==> config.mk <==
export PLATFORM = sky130hd
export DESIGN_NAME = pipe_control_unit
export DESIGN_NICKNAME = d
export VERILOG_FILES = /design/src/rtl/cpu_types_pkg.sv /design/src/rtl/ctrl_decode.sv /design/src/rtl/pipe_control_unit.sv
export SDC_FILE = /design/constraint.sdc
export NUM_CORES = 1
export LEC_CHECK = 0
export CAP_MARGIN = 20
export CORE_AREA = 4 4 128 179
export CTS_BUF_LIST = sky130_fd_sc_hd__clkbuf_16
export CTS_CLUSTER_SIZE = 25
export DETAILED_ROUTE_END_ITERATION = 16
export DIE_AREA = 0 0 132 183
export GPL_ROUTABILITY_DRIVEN = 0
export PLACE_DENSITY = 0.56
export SYNTH_ARGS = -nofsm -noshare
export SYNTH_HDL_FRONTEND = slang
export SYNTH_SLANG_ARGS = --single-unit
==> constraint.sdc <==
create_clock -name CLK -period 4.7 [get_ports CLK]
set_input_delay 0.705 -clock CLK [delete_from_list [all_inputs] [get_ports CLK]]
set_output_delay 0.705 -clock CLK [all_outputs]
set_load 0.01 [all_outputs]
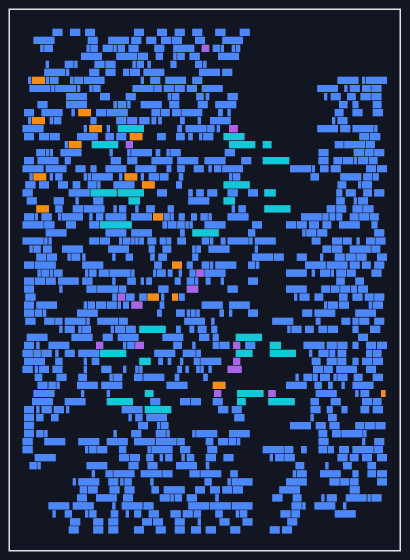
Run 1: sizing map
[_0 and _1 cells] blue | cells: 859 | share: 94%
[_6 and larger] cyan | cells: 28 | share: 3.1%
[_3 and _4 cells] purple | cells: 14 | share: 1.5%
[_2 cells] orange | cells: 16 | share: 1.7%
Final Instance Area: 9530 µm²
area grow syn2layout: 51.3%

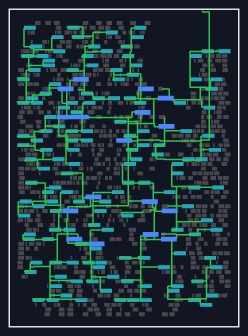
Run 1: routed clock nets over the placement
[clock drivers] blue | count: 17
[flip-flops] cyan | count: 148
[clock wires] green | length: 2080 µm
flops lie: all over the die
routed clock nets: 18
Late-Pin Clk Latency: 0.41 ns
clock share of power: 44.3%
Final Skew: 0.00738 ns
Clock Power: 1.36 mW

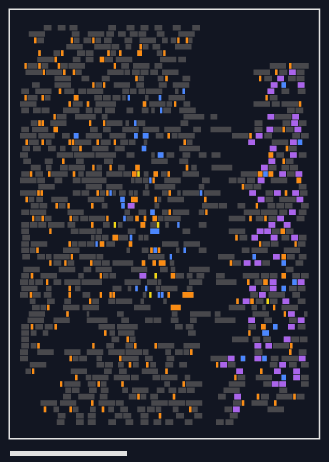
Run 1: gate families picked out
Bar = 50 µm.
[XOR/XNOR gates] purple | cells: 66 | most used: xnor2_1
[NOR gates] orange | cells: 184 | most used: nor2_1 | where: all over the die
[NAND gates] blue | cells: 40 | most used: nand2_1
[inverters] yellow | cells: 6 | most used: inv_1 | where: center
combinational share of cell area: 32.4%
tally of non-filler cells in the final layout: 1177

==> run_results.csv <==
group,metric,value,unit
final_timing,finalSetupViolCount,0,
clock_tree,postCtsSetupRepairBufs,0,
placed_design,placed_cells,1145,
drt,drc,0,
synthesis,synth_top_flop_cell,"dfxtp_1",
power,p_comb_share,12.8,%
final_timing,finalHoldViolations,0,
clock_tree,clock_sinks,148,
synthesis,synth_flop_count,148,
power,p_per_area,322,nW/µm²
setup_path,crit_path_end_kind,"primary output",
setup_path,startpoint_type,"primary input",
power,p_int,2.25,mW
synthesis,ys_cells,686,
global_routing,antenna_found_initial,0,
drt,wl_per_cell,18.6,µm
final_timing,fin_crit,3.62,ns
final_timing,maxSlewViolCount,0,
drt,first_pass_iters,4,
drt,viasPerCell,4.92,
final_layout,seqCellArea,2960,µm²
synthesis,topCombFamilyByArea,"AND-OR/OR-AND gates",
power,seq_power,1.32,mW
setup_path,reg2reg_setup_slack,3.00,ns
setup_path,arrival,2.92,ns
flow_run,drv_cap,0,
placed_design,port_buffers,249,
setup_path,cp_max_fo,2,
final_layout,fillers,2095,
power,leakage,3.47,nW
floorplan,die_w,132,µm
synthesis,syn_area,6300,µm²
placed_design,post-dp-hpwl,15600,µm
synthesis,synth_seq_share,47.1,%
global_routing,grt_pass1_wl,34100,µm
drt,wl,21900,µm
clock_tree,cts-buffers-inserted,17,
synthesis,largest_area_cell,"dfxtp_1",
drt,drt_iter0_drc,283,
setup_path,crit_type,"in -> out",
drt,vias,5793,
synthesis,mux_share,5.27,%
final_layout,logic_area,3090,µm²
final_timing,setup_tns,0,ns
clock_tree,clockBufferDepth,2,
clock_tree,h-tree-depth,4,
final_timing,slew_headroom,29.1,%
synthesis,ys_warn_count,0,
global_routing,grt-ovfl-total,0,
power,comb-power,0.394,mW
power,p_total,3.07,mW
synthesis,ys_sh_aoi,17.3,%
power,p_seq_share,42.9,%
power,switching_power,0.816,mW
synthesis,fp_nets,823,
power,switching_share,26.6,%
final_timing,whs,0.453,ns
hold_path,hp-class,"reg -> reg",
synthesis,area_leaders,"dfxtp_1 47%, nor2_1 9.1%, a22oi_1 8.2%, xnor2_1 5.3%, mux2i_1 5.1%",
synthesis,synthCells,686,
drt,ant_nets,0,
synthesis,yosys.area_share.simple,16.9,%
synthesis,fa_ha_area_share,0.199,%
synthesis,synthDistinctLibCells,55,
final_timing,fin_ws,1.08,ns
global_routing,grt_usage,17.8,%
clock_tree,cts_hold_buf,0,
setup_path,cp_data_required_time,3.99,ns
synthesis,async_flop_share,0,%
clock_tree,root_buffer,"clkbuf_16",
floorplan,ios,250,
final_timing,worst_pin_slew,1.06,ns
synthesis,ys_area,6300,µm²
clock_tree,cts_tree,"built",
global_routing,grt_pass1_vias,5840,
floorplan,coreArea,21200,µm²
final_timing,min_period_over_period,77.1,%
placed_design,dp_slack,1.07,ns
synthesis,avgSynthCellArea,9.18,µm²
synthesis,top_cell_area_share,47.1,%
flow_run,warnings,26,
global_routing,grt_max_degree,88,
clock_tree,clk_pin_slew_worst_paths,0.06,ns
final_layout,final_nets,1041,
placed_design,dpl-instance-area,8940,µm²
synthesis,ys_sh_xor,9.18,%
final_layout,drive_gt1_share,6.32,%
power,maxPowerGroup,"the clock network",
floorplan,std_cell_rows,63,
floorplan,die_y,183,µm
power,vdd_drop_max,222,µV
clock_tree,postCtsResizedCells,0,
setup_path,r2r_cells,5,
final_layout,postLayoutCoreUtil,44.9,%
hold_path,holdPathStages,2,
synthesis,edf_count,0,
run_status,status,"complete, no violations",
-- run 1: critical path, cell delays in order --
cell and delay [ns]:
clkdlybuf4s50_1 0.44, xnor2_1 0.32, nand4_1 0.22, nor4_1 0.23, nand4_1 0.12, nor4_1 0.30, clkdlybuf4s50_1 0.59
-- run 1: layout by cell type (no fill, tap or decap), types with 12 or more instances in the layout --
master | netlist | layout
a21oi_1 | 19 | 19
a22oi_1 | 69 | 69
a2bb2oi_1 | 15 | 15
clkbuf_16 | 0 | 17
clkdlybuf4s50_1 | 0 | 247
dfxtp_1 | 148 | 148
mux2i_1 | 32 | 32
nand2_1 | 18 | 18
nand4_1 | 12 | 12
nor2_1 | 153 | 153
nor4_1 | 17 | 17
xnor2_1 | 38 | 38
xor2_1 | 28 | 28
-- run 1: area by class of cell --
class,instances,share of cell area (%)
clock inverter,15,1.72
inverter,6,0.236
clock buffer,17,4.46
multi-input combinational,476,32.4
sequential,148,31.1
timing repair buffer,255,26.7
tap,260,3.41
-- run 1: cells in the mapped netlist (2+ instances only) --
cell       instances
nor2_1           153
dfxtp_1          148
a22oi_1           69
clkbuf_1          44
xnor2_1           38
mux2i_1           32
xor2_1            28
a21oi_1           19
nand2_1           18
nor4_1            17
a2bb2oi_1         15
nand4_1           12
a22oi_2           10
buf_1              7
inv_1              6
nor3_1             6
o221ai_1           6
nand3_1            4
nor2b_1            4
a32oi_1            3
buf_6              3
o21ai_0            3
a31oi_1            2
and3_1             2
nand2b_1           2
nand3b_1           2
nor3b_1            2
nor4b_1            2
o211ai_1           2
o21ai_1            2
-- run 1: per-layer routing --
layer	vias to the layer above	wire [µm]	GRT usage (%)	share of wire, %
met5	-	0	0	0
met2	189	11000	31.0	50
met4	0	365	5.13	1.7
met1	2725	9060	21.0	41
met3	19	1550	5.95	7.1
li1	2860	-	-	-
No activity file was given, so power comes from the tool's default toggle rates.
